===== src/rtl/ripple_sampler_pkg.sv =====
// Shared constants, FSM state type and modular-delta helper for the ripple counter sampler.
// Used by ripple_count_sampler and sync_filter.
package ripple_sampler_pkg;

  localparam int CNT_W_DEF      = 3;
  localparam int ACC_W_DEF      = 12;
  localparam int STABLE_CYC_DEF = 2;

  typedef enum logic [0:0] {
    INIT  = 1'b0,
    TRACK = 1'b1
  } sampler_state_e;

  // Forward distance from prev to cur on a counter that is width bits wide.
  function automatic logic [31:0] mod_delta(input logic [31:0] cur,
                                            input logic [31:0] prev,
                                            input int unsigned width);
    logic [31:0] mask;
    if (width >= 32'd32) begin
      mask = 32'hFFFF_FFFF;
    end else begin
      mask = (32'h0000_0001 << width) - 32'h0000_0001;
    end
    return (cur - prev) & mask;
  endfunction

endpackage


===== src/rtl/ripple_count_sampler_if.sv =====
// Ripple counter input and sampled-result bus of ripple_count_sampler.
// With RIPPLE_SAMPLER_SAT_EN defined the bus also carries the sticky acc_sat flag.
interface ripple_count_sampler_if #(
  parameter int CNT_W = 3,
  parameter int ACC_W = 12
);

  logic [CNT_W-1:0] q_in;
  logic             en;
  logic             clr;
  logic             count_valid;
  logic [CNT_W-1:0] sample_out;
  logic [ACC_W-1:0] count_out;
  logic             wrap_pulse;
  logic             step_err;
`ifdef RIPPLE_SAMPLER_SAT_EN
  logic             acc_sat;
`endif

  // Control side: drives the raw counter and controls, observes results.
  modport master (
    output q_in,
    output en,
    output clr,
    input  count_valid,
    input  sample_out,
    input  count_out,
    input  wrap_pulse,
`ifdef RIPPLE_SAMPLER_SAT_EN
    input  acc_sat,
`endif
    input  step_err
  );

  // Sampler side.
  modport slave (
    input  q_in,
    input  en,
    input  clr,
    output count_valid,
    output sample_out,
    output count_out,
    output wrap_pulse,
`ifdef RIPPLE_SAMPLER_SAT_EN
    output acc_sat,
`endif
    output step_err
  );

endinterface


===== src/rtl/ripple_count_sampler_sync_filter.sv =====
// Two-flop synchronizer per bit followed by a stability filter; raises accept for one
// cycle when a new value has been seen STABLE_CYC consecutive samples in a row.
module sync_filter
  import ripple_sampler_pkg::*;
#(
  parameter int CNT_W      = CNT_W_DEF,
  parameter int STABLE_CYC = STABLE_CYC_DEF
) (
  input  logic             clk,
  input  logic             rst,
  input  logic [CNT_W-1:0] raw,
  output logic [CNT_W-1:0] value,
  output logic             accept
);

  localparam int             CW       = $clog2(STABLE_CYC + 1);
  localparam logic [CW-1:0]  STABLE_C = CW'(STABLE_CYC);
  localparam logic [CW-1:0]  ONE_C    = CW'(1);

  logic [CNT_W-1:0] s1_r;
  logic [CNT_W-1:0] s2_r;
  logic [CNT_W-1:0] prev_r;
  logic [CNT_W-1:0] last_acc_r;
  logic [CW-1:0]    cnt_r;
  logic [1:0]       fill_r;
  logic             have_acc_r;

  logic             fill_done_s;
  logic             changed_s;
  logic             reach_s;
  logic             accept_s;
  logic [CW-1:0]    cnt_nxt_s;

  // Filter decision; fill_r keeps reset contents of the sync flops from counting as a sample.
  always_comb begin
    cnt_nxt_s   = cnt_r;
    reach_s     = 1'b0;
    accept_s    = 1'b0;
    fill_done_s = fill_r[1];
    changed_s   = (cnt_r == {CW{1'b0}}) || (s2_r != prev_r);
    if (!fill_done_s) begin
      cnt_nxt_s = cnt_r;
    end else if (changed_s) begin
      cnt_nxt_s = ONE_C;
    end else if (cnt_r == STABLE_C) begin
      cnt_nxt_s = cnt_r;
    end else begin
      cnt_nxt_s = cnt_r + ONE_C;
    end
    if (fill_done_s && (cnt_nxt_s == STABLE_C) && (changed_s || (cnt_r != STABLE_C))) begin
      reach_s = 1'b1;
    end else begin
      reach_s = 1'b0;
    end
    if (reach_s && (!have_acc_r || (s2_r != last_acc_r))) begin
      accept_s = 1'b1;
    end else begin
      accept_s = 1'b0;
    end
  end

  // Synchronizer, filter counter and last-accepted value.
  always_ff @(posedge clk) begin
    if (rst) begin
      s1_r       <= {CNT_W{1'b0}};
      s2_r       <= {CNT_W{1'b0}};
      prev_r     <= {CNT_W{1'b0}};
      last_acc_r <= {CNT_W{1'b0}};
      cnt_r      <= {CW{1'b0}};
      fill_r     <= 2'b00;
      have_acc_r <= 1'b0;
    end else begin
      s1_r   <= raw;
      s2_r   <= s1_r;
      fill_r <= {fill_r[0], 1'b1};
      cnt_r  <= cnt_nxt_s;
      if (fill_done_s) begin
        prev_r <= s2_r;
      end
      if (accept_s) begin
        last_acc_r <= s2_r;
        have_acc_r <= 1'b1;
      end
    end
  end

  assign value  = s2_r;
  assign accept = accept_s;

endmodule


===== src/rtl/ripple_count_sampler.sv =====
// Samples a 3-bit ripple up-counter, accumulates counted steps and flags wraps/missed steps.
// Optional macro RIPPLE_SAMPLER_SAT_EN: saturating total plus sticky acc_sat output.
module ripple_count_sampler
  import ripple_sampler_pkg::*;
#(
  parameter int CNT_W      = CNT_W_DEF,
  parameter int ACC_W      = ACC_W_DEF,
  parameter int STABLE_CYC = STABLE_CYC_DEF
) (
  input  logic                 clk,
  input  logic                 rst,
  ripple_count_sampler_if.slave bus
);

  localparam logic [0:0] ST_INIT  = INIT;
  localparam logic [0:0] ST_TRACK = TRACK;

  logic [CNT_W-1:0] value_s;
  logic             accept_s;

  logic [0:0]       state_r;
  logic             valid_r;
  logic [CNT_W-1:0] sample_r;
  logic [ACC_W-1:0] count_r;
  logic             wrap_r;
  logic             err_r;

  logic [0:0]       state_nxt_s;
  logic             valid_nxt_s;
  logic [CNT_W-1:0] sample_nxt_s;
  logic [ACC_W-1:0] count_acc_s;
  logic             err_acc_s;
  logic             wrap_nxt_s;
  logic [CNT_W-1:0] delta_s;
  logic [ACC_W:0]   sum_s;
  logic [ACC_W-1:0] add_s;
  logic             clip_s;
`ifdef RIPPLE_SAMPLER_SAT_EN
  logic             sat_r;
  logic             sat_acc_s;
`endif

  sync_filter #(
    .CNT_W      (CNT_W),
    .STABLE_CYC (STABLE_CYC)
  ) u_filter (
    .clk    (clk),
    .rst    (rst),
    .raw    (bus.q_in),
    .value  (value_s),
    .accept (accept_s)
  );

  // Step arithmetic; delta is taken CNT_W wide so 7->0 counts as one step.
  always_comb begin
    delta_s = CNT_W'(mod_delta(32'(value_s), 32'(sample_r), CNT_W));
    sum_s   = {1'b0, count_r} + (ACC_W+1)'(delta_s);
`ifdef RIPPLE_SAMPLER_SAT_EN
    if (sum_s[ACC_W]) begin
      add_s  = {ACC_W{1'b1}};
      clip_s = 1'b1;
    end else begin
      add_s  = sum_s[ACC_W-1:0];
      clip_s = 1'b0;
    end
`else
    add_s  = sum_s[ACC_W-1:0];
    clip_s = 1'b0;
`endif
  end

  // FSM and accumulator next state for an accepted value (clr applied at the register).
  always_comb begin
    state_nxt_s  = state_r;
    valid_nxt_s  = valid_r;
    sample_nxt_s = sample_r;
    count_acc_s  = count_r;
    err_acc_s    = err_r;
    wrap_nxt_s   = 1'b0;
`ifdef RIPPLE_SAMPLER_SAT_EN
    sat_acc_s    = sat_r;
`endif
    if (accept_s) begin
      case (state_r)
        ST_INIT: begin
          sample_nxt_s = value_s;
          valid_nxt_s  = 1'b1;
          state_nxt_s  = ST_TRACK;
        end
        ST_TRACK: begin
          sample_nxt_s = value_s;
          wrap_nxt_s   = (value_s < sample_r);
          if (bus.en) begin
            count_acc_s = add_s;
`ifdef RIPPLE_SAMPLER_SAT_EN
            sat_acc_s   = sat_r | clip_s;
`endif
          end else begin
            count_acc_s = count_r;
          end
          if (delta_s > CNT_W'(1)) begin
            err_acc_s = 1'b1;
          end else begin
            err_acc_s = err_r;
          end
        end
        default: begin
          state_nxt_s = ST_INIT;
        end
      endcase
    end else begin
      state_nxt_s = state_r;
    end
  end

  // Output registers; rst outranks clr, and clr outranks accumulation.
  always_ff @(posedge clk) begin
    if (rst) begin
      state_r  <= ST_INIT;
      valid_r  <= 1'b0;
      sample_r <= {CNT_W{1'b0}};
      count_r  <= {ACC_W{1'b0}};
      wrap_r   <= 1'b0;
      err_r    <= 1'b0;
`ifdef RIPPLE_SAMPLER_SAT_EN
      sat_r    <= 1'b0;
`endif
    end else begin
      state_r  <= state_nxt_s;
      valid_r  <= valid_nxt_s;
      sample_r <= sample_nxt_s;
      wrap_r   <= wrap_nxt_s;
      count_r  <= bus.clr ? {ACC_W{1'b0}} : count_acc_s;
      err_r    <= bus.clr ? 1'b0 : err_acc_s;
`ifdef RIPPLE_SAMPLER_SAT_EN
      sat_r    <= bus.clr ? 1'b0 : sat_acc_s;
`endif
    end
  end

  assign bus.count_valid = valid_r;
  assign bus.sample_out  = sample_r;
  assign bus.count_out   = count_r;
  assign bus.wrap_pulse  = wrap_r;
  assign bus.step_err    = err_r;
`ifdef RIPPLE_SAMPLER_SAT_EN
  assign bus.acc_sat     = sat_r;
`endif

endmodule


===== src/flat_wrapper.sv =====
// flat-port wrapper written by rule: the top's interface ports become plain ports
module ripple_count_sampler_flat import ripple_sampler_pkg::*;
#(
  parameter int CNT_W      = CNT_W_DEF,
  parameter int ACC_W      = ACC_W_DEF,
  parameter int STABLE_CYC = STABLE_CYC_DEF
)
  (clk, rst, bus_q_in, bus_en, bus_clr, bus_count_valid, bus_sample_out, bus_count_out, bus_wrap_pulse, bus_step_err);
  ripple_count_sampler_if #(.CNT_W(CNT_W), .ACC_W(ACC_W)) bus_i ();
  input  logic clk;
  input  logic rst;
  input wire logic [$bits(bus_i.q_in)-1:0] bus_q_in;
  input wire logic [$bits(bus_i.en)-1:0] bus_en;
  input wire logic [$bits(bus_i.clr)-1:0] bus_clr;
  output wire logic [$bits(bus_i.count_valid)-1:0] bus_count_valid;
  output wire logic [$bits(bus_i.sample_out)-1:0] bus_sample_out;
  output wire logic [$bits(bus_i.count_out)-1:0] bus_count_out;
  output wire logic [$bits(bus_i.wrap_pulse)-1:0] bus_wrap_pulse;
  output wire logic [$bits(bus_i.step_err)-1:0] bus_step_err;
  assign bus_i.q_in = bus_q_in;
  assign bus_i.en = bus_en;
  assign bus_i.clr = bus_clr;
  assign bus_count_valid = bus_i.count_valid;
  assign bus_sample_out = bus_i.sample_out;
  assign bus_count_out = bus_i.count_out;
  assign bus_wrap_pulse = bus_i.wrap_pulse;
  assign bus_step_err = bus_i.step_err;
  ripple_count_sampler #(.CNT_W(CNT_W), .ACC_W(ACC_W), .STABLE_CYC(STABLE_CYC)) u_core (.clk(clk), .rst(rst), .bus(bus_i));
endmodule

===== config.mk =====
export PLATFORM = sky130hd
export DESIGN_NAME = ripple_count_sampler_flat
export DESIGN_NICKNAME = d
export VERILOG_FILES = /design/src/rtl/ripple_sampler_pkg.sv /design/src/rtl/ripple_count_sampler_if.sv /design/src/rtl/ripple_count_sampler_sync_filter.sv /design/src/rtl/ripple_count_sampler.sv /design/src/flat_wrapper.sv
export SDC_FILE = /design/constraint.sdc
export NUM_CORES = 1
export LEC_CHECK = 0
export CORE_AREA = 3 3 62 64
export CTS_CLUSTER_SIZE = 10
export DETAILED_ROUTE_END_ITERATION = 8
export DIE_AREA = 0 0 65 67
export MAX_ROUTING_LAYER = met4
export PLACE_DENSITY = 0.73
export SYNTH_ARGS = -nofsm -noshare
export SYNTH_HDL_FRONTEND = slang
export SYNTH_SLANG_ARGS = --single-unit

===== constraint.sdc =====
create_clock -name clk -period 3 [get_ports clk]
set_clock_uncertainty 0.2 [all_clocks]
set_input_delay 0.3 -clock clk [delete_from_list [all_inputs] [get_ports clk]]
set_output_delay 0.3 -clock clk [all_outputs]
set_load 0.05 [all_outputs]

==> run_1/clock_map.png <==
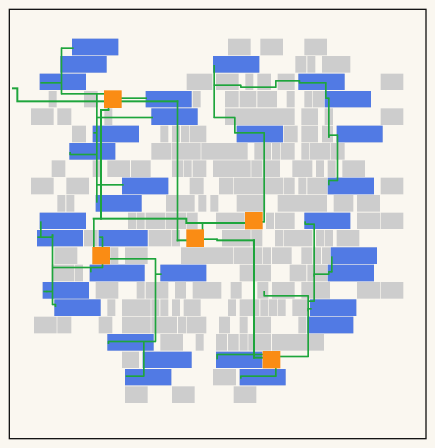
[blue] flip-flops | count: 32
[orange] cells driving clock nets | count: 5
[green] clock wires | length: 400 um
flops lie	all over the die
routed clock nets	6
Clock group: 0.322 mW
Insertion Delay late pin: 0.33 ns
power share of the clock group: 39.5%

==> run_1/final_congestion.png <==
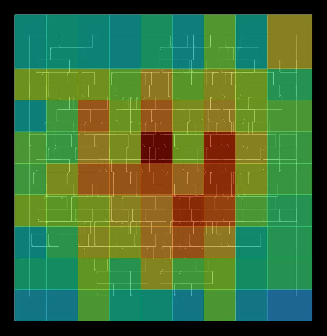
GRT Total Usage: 17.3%
post-layout util: 58.9%
met1 Usage GRT: 19.3%
Most Crowded Layer GR: met2

==> run_1/metal_stack.png <==
Two of the layers only.
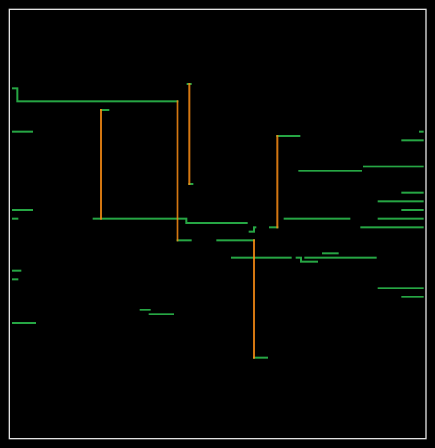
color	layer	wire length
green	met3	186 um
orange	met4	87.0 um

==> run_1/pins.png <==
Pins as bars across the die edge, other pins in gray.
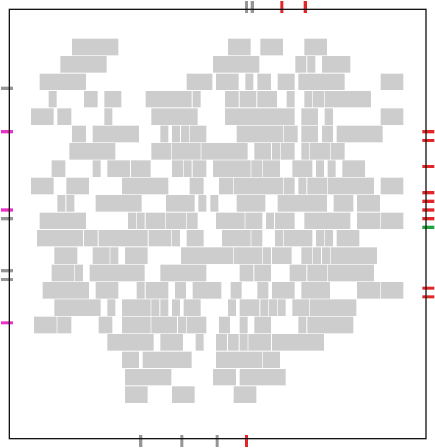
color	port	pins	direction	edge
green	`bus_en`	1	input	right
magenta	`bus_q_in`	3	input	left
red	`bus_count_out`	12	output	9 right, 2 top, 1 bottom
all pins by edge	10 right, 7 left, 4 top, 4 bottom
die height: 67 um
port bufs: 24
die width: 65 um

==> impl_metrics.py, run 1 <==
# Auto-generated metrics
metrics = {
    "critical_path": {
        "cp_top_family": "adder cells",
        "crit_path_cell_trace": "inv_1, ha_1, inv_2, fa_2, inv_2, fa_2, nand2b_1, a211o_1, buf_4, nor4_2, xnor2_1, nor2_1",
        "startpoint_type": "flip-flop",
        "path_max_fanout": 3,
        "critical_path_class": "reg2reg",
        "cpPeakStageDelay_ns": 0.60,
        "cp.required_ns": 3.03,
        "cp_num_buf_inv": 4,
        "cp-end-kind": "flip-flop",
        "critPathArrivalTime_ns": 2.95,
    },
    "layout": {
        "final_layout_size_suffix_gt1_share_pct": 15.8,
        "nFillCells": 295,
        "fin_nets": 212,
        "area_growth_pct": 30.0,
        "instances_no_fill": 242,
        "diodes": 0,
    },
    "floorplanning": {
        "rows": 21,
        "fp.coreArea_mm2": 0.00334,
        "floorplan.core_util_pct": 45.3,
        "ios": 25,
    },
    "clocking": {
        "cts_tree": "built",
        "clock-sinks": 32,
        "path_clk_slew_ns": 0.10,
        "ctsHoldBuffers": 0,
        "cts-root-buf": "clkbuf_4",
        "cts_buffers": 5,
        "htree_levels": 2,
    },
    "pwr": {
        "swShare_pct": 22.6,
        "pwr-share-seq_pct": 53.6,
        "p_leak_nw": 0.740,
        "power_density_mw_per_mm2": 415,
        "intPower_mw": 0.630,
        "ir_drop_v": 0.000274,
        "power_frac_comb_pct": 6.8,
        "finalPower_mw": 0.814,
    },
    "global_route": {
        "grt_max_degree": 21,
        "grt_first_pass_wirelength_mm": 5.59,
        "grt_overflow": 0,
        "grt_pass1_vias": 1199,
        "antenna_found_initial": 0,
    },
    "yosys": {
        "top_cells_by_area": "dfxtp_1, ha_1, nor2_1",
        "edf_count": 0,
        "yosysWarningCount": 0,
        "synth-main-ff-cell": "dfxtp_1",
        "top_cell": "dfxtp_1",
        "synthesis.nets": 180,
        "largest_area_cell": "dfxtp_1",
        "ys.flops": 32,
        "async_reset_ff_share_pct": 0,
        "synth_top_area_share_pct": 42.4,
        "avgSynthCellArea_um2": 9.27,
        "syn_inst": 163,
        "synth_cell_types": 35,
        "ys_cells": 163,
        "synthTopCellsByCount": "dfxtp_1, nor2_1, inv_1, ha_1, mux2i_1",
        "synth_seq_share_pct": 42.4,
        "yosysChipArea_mm2": 0.00151,
        "synth_area_mm2": 0.00151,
    },
    "route": {
        "routed_via_density": 5.16,
        "first_iter_violations": 107,
        "wire_per_inst_um": 13.5,
        "dr.pass1.iters": 5,
        "drcViolationCount": 0,
        "num_vias": 1248,
        "routed_wl_mm": 3.28,
    },
    "sta": {
        "max_slew.worst_pin.slew_ns": 0.618,
        "fin_crit_sh_pct": 97.6,
        "setup_violations": 0,
        "relSlewSlack_pct": 58.8,
        "layout_setup_ws_ns": 0.0732,
        "fmax_ghz": 0.342,
        "period_needed_ns": 2.93,
        "drv_slew": 0,
        "whs_ns": 0.246,
    },
    "run": {
        "maxCapViolCount": 0,
        "warnings": 27,
    },
    "place": {
        "dp.cells": 230,
        "place_congestion": 0.837,
        "dpl.hpwl_mm": 2.31,
        "pre_cts_slack_ns": 0.116,
    },
    "run_status": {
        "status": "finished, final reports clean",
    },
}
run 1: path summary, 6_finish.rpt:
| path | start | slack, ns | depth (start not counted) | endpoint |
|---|---|---|---|---|
| hold reg to reg | u_core.u_filter.s1_r[0] | 0.25 | 1 | u_core.u_filter.value[0] |
| setup / recovery | u_core.u_filter.value[0] | 0.07 | 12 | u_core.bus.count_out[4] |
| hold / removal | u_core.u_filter.s1_r[0] | 0.25 | 1 | u_core.u_filter.value[0] |
| setup reg to reg | u_core.u_filter.value[0] | 0.07 | 12 | u_core.bus.count_out[4] |
run 1: repair_timing:
action	4_1_cts	5_1_grt
endpoints found under the setup margin	0	7
buffers inserted	0	4
resized	0	14
run 1: power by group through the flow:
stage	registers (mW)	logic (mW)	clock network, mW
after global placement	0.447	0.0473	0
final	0.437	0.0555	0.322
after floorplan	0.445	0.0367	0
after global routing	0.438	0.0615	0.349
after detailed placement	0.448	0.0495	0
after CTS	0.438	0.0501	0.327
run 1: area by class of cell:
| type | count | area, um^2 | area share (%) |
|---|---|---|---|
| multi-input combinational | 109 | 831 | 42.3 |
| sequential | 32 | 647 | 32.9 |
| timing repair buffer | 31 | 293 | 14.9 |
| inverter | 16 | 60.1 | 3.06 |
| tap | 46 | 57.6 | 2.93 |
| clock buffer | 6 | 41.3 | 2.10 |
| clock inverter | 2 | 35.0 | 1.78 |
run 1: routing by layer:
| metal | vias up | share of wire [%] | track usage [%] |
|---|---|---|---|
| li1 | 612 | - | - |
| met5 | - | 0 | - |
| met1 | 581 | 43 | 19.3 |
| met2 | 45 | 49 | 28.9 |
| met3 | 10 | 5.6 | 4.38 |
| met4 | 0 | 2.7 | 8.71 |
run 1: placed cells by master (no fill, tap or decap), drive strengths merged, types with 2 or more instances in the layout:
cell and n:
clkbuf 6, mux2i 8, fa 2, nor3 5, nor4 6, nand2 5, dfxtp 32, nand4 3
nor2 26, ha 8, clkdlybuf4s50 24, nand2b 3, buf 7, a211oi 3, inv 16, nor2b 7
or4 2, nand3 5, xnor2 6, a21oi 4, xor2 5
run 1: sequential cells by signal, indices dropped and copies added, names as in the netlist:
signal	count
u_core.bus.count_out	12
u_core.bus.count_valid	1
u_core.bus.sample_out	3
u_core.bus.step_err	1
u_core.bus.wrap_pulse	1
u_core.state_r	1
u_core.u_filter.cnt_r	2
u_core.u_filter.fill_r	2
u_core.u_filter.prev_r	3
u_core.u_filter.s1_r	3
u_core.u_filter.value	3
run 1: kinds of logic (layout without fill, tap and decap cells):
logic type | Yosys count | count (layout) | synth area share [%]
multiplexers | 8 | 8 | 5.30
XOR/XNOR | 11 | 11 | 6.37
buffers and inverters | 22 | 55 | 6.29
adder cells (fa/ha/maj) | 10 | 10 | 9.27
AND/OR/NAND/NOR | 67 | 67 | 23.5
AND-OR/OR-AND | 13 | 13 | 6.87
flip-flops | 32 | 32 | 42.4
run 1: metrics by stage:
stage               area (um^2)  setup TNS, ns
floorplan                  1510              0
global placement           1800              0
detailed placement         1800              0
CTS                        1880              0
global route               1960         -0.157
finish                     1960              0
==> run 2, diff against run 1 <==
RECOVER_POWER = 25   (was default)
==> run_2/clock_map.png <==
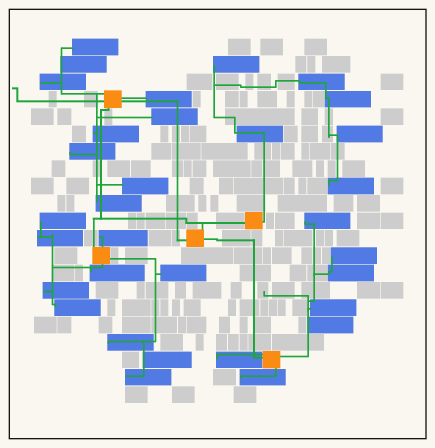
[green] clock wires | length: 400 um
[orange] cells driving clock nets | count: 5
[blue] flip-flops | count: 32
flops lie	all over the die
routed clock nets	6
power share of the clock group: 39.6%

==> run_2/final_congestion.png <==
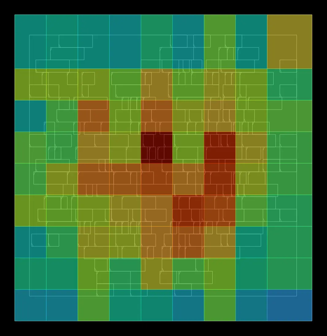
wire per inst: 13.5 um
post-layout util: 58.8%
M3 GR Usage: 4.38%

==> run 2 against run 1 <==
  * Final area shrank 0.19%
  * Flip-flop count is the same
  * Clock power is essentially flat
  * Via count is essentially flat
  * Hold slack is the same
  * Maximum frequency is essentially flat
  * Combinational power shrank 1%
  * Largest power group unchanged
==> impl_metrics.py, run 2 <==
# Auto-generated metrics
metrics = {
    "yosys": {
        "ys_cells": 163,
        "top_cells_by_area": "dfxtp_1, ha_1, nor2_1",
        "synth-main-ff-cell": "dfxtp_1",
        "synth_top_area_share_pct": 42.4,
        "largest_area_cell": "dfxtp_1",
        "synthTopCellsByCount": "dfxtp_1, nor2_1, inv_1, ha_1, mux2i_1",
        "async_reset_ff_share_pct": 0,
        "ys.flops": 32,
        "yosysChipArea_mm2": 0.00151,
        "syn_inst": 163,
        "synthesis.nets": 180,
        "yosysWarningCount": 0,
        "edf_count": 0,
    },
    "sta": {
        "relSlewSlack_pct": 44.6,
        "max_slew.worst_pin.slew_ns": 0.832,
        "period_needed_ns": 2.93,
        "drv_slew": 0,
        "setup_violations": 0,
    },
    "place": {
        "pre_cts_slack_ns": 0.116,
        "dpl.hpwl_mm": 2.31,
        "io_buffer_count": 24,
    },
    "route": {
        "num_vias": 1249,
        "dr.pass1.iters": 5,
        "routed_via_density": 5.16,
        "routed_wl_mm": 3.28,
    },
    "critical_path": {
        "endpoint": "u_core.bus.count_out[4]",
        "critPathArrivalTime_ns": 2.95,
        "path_max_fanout": 3,
        "cp.required_ns": 3.03,
        "startpoint_type": "flip-flop",
        "cpPeakStageDelay_ns": 0.60,
        "cp-end-kind": "flip-flop",
    },
    "global_route": {
        "grt_max_degree": 21,
        "grt_use_total_pct": 17.3,
        "grt_first_pass_wirelength_mm": 5.59,
    },
    "pwr": {
        "power_density_mw_per_mm2": 415,
    },
    "floorplanning": {
        "floorplan.core_util_pct": 45.3,
        "rows": 21,
    },
    "run": {
        "warnings": 27,
        "maxCapViolCount": 0,
    },
    "hold_path": {
        "whs_path_depth": 1,
    },
    "clocking": {
        "cts_tree": "built",
        "clock-sinks": 32,
    },
    "layout": {
        "diodes": 0,
        "lay_top_cells": "dfxtp_1, nor2_1, clkdlybuf4s50_1, inv_1",
    },
    "run_status": {
        "status": "finished, final reports clean",
    },
}
## run 2: cell count changes in the layout (fill, tap and decap cells not counted), sizes merged
cell | before | now
buf | 7 | 6
dlygate4sd3 | 0 | 2
clkbuf | 6 | 7
clkdlybuf4s50 | 24 | 22
## run 2: area by class of cell
type / instances / area, um^2 / area share (%)
multi-input combinational: 109 / 831 / 42.4
sequential: 32 / 647 / 33.0
timing repair buffer: 31 / 289 / 14.7
inverter: 16 / 60.1 / 3.06
tap: 46 / 57.6 / 2.94
clock buffer: 6 / 41.3 / 2.11
clock inverter: 2 / 35.0 / 1.79
## run 2: per-layer routing
| layer | share of wire (%) | track usage [%] |
|---|---|---|
| met4 | 2.7 | 8.71 |
| met2 | 49 | 28.9 |
| met1 | 43 | 19.3 |
| met3 | 5.6 | 4.38 |
| met5 | 0 | - |
## run 2: cells by family (layout without fill, tap and decap cells)
group	Yosys count	after routing	share of synthesized area (%)
DFF	32	32	42.4
xor gates and xnor gates	11	11	6.37
adders and majority gates	10	10	9.27
and+or+nand+nor	67	67	23.5
AOI/OAI and AO/OA	13	13	6.87
muxes	8	8	5.30
buffers and inverters	22	55	6.29
## run 2: timing repair
action	in CTS	in global routing
setup buffers	0	4
endpoints found under the setup margin	0	7
resized	0	14
## run 2: through the flow
step                hold slack, ns  area (um^2)  setup TNS, ns
floorplan                    0.214         1510              0
global placement             0.219         1800              0
detailed placement           0.229         1800              0
CTS                          0.253         1880              0
global route                 0.267         1960         -0.157
finish                       0.246         1960              0
## run 2: worst min path at each step
stage | startpoint | endpoint | slack [ns]
3_5_place_dp | u_core.u_filter.s1_r[1] | u_core.u_filter.value[1] | 0.23
4_1_cts | u_core.u_filter.s1_r[1] | u_core.u_filter.value[1] | 0.25
2_1_floorplan | u_core.u_filter.fill_r[0] | u_core.u_filter.fill_r[1] | 0.21
6_report | u_core.u_filter.s1_r[0] | u_core.u_filter.value[0] | 0.25
5_1_grt | u_core.u_filter.s1_r[1] | u_core.u_filter.value[1] | 0.27
3_3_place_gp | u_core.u_filter.fill_r[0] | u_core.u_filter.fill_r[1] | 0.22
## run 2: worst reg2reg max path, delay by kind of cell (launching register included)
kind,cells,cell delay [ns]
fa+ha+maj,3,1.12
simple gates,3,0.38
flops,1,0.35
buf+inv,4,0.32
compound gates,1,0.28
xor+xnor,1,0.17
## run 2: power breakdown
part / internal, mW / switching [mW] / leakage (nW)
combinational: 0.0235 / 0.0312 / 0.436
clock: 0.175 / 0.147 / 0.0422
sequential: 0.431 / 0.00568 / 0.262
Power figures rest on the tool's default switching activity, not on a simulated workload.
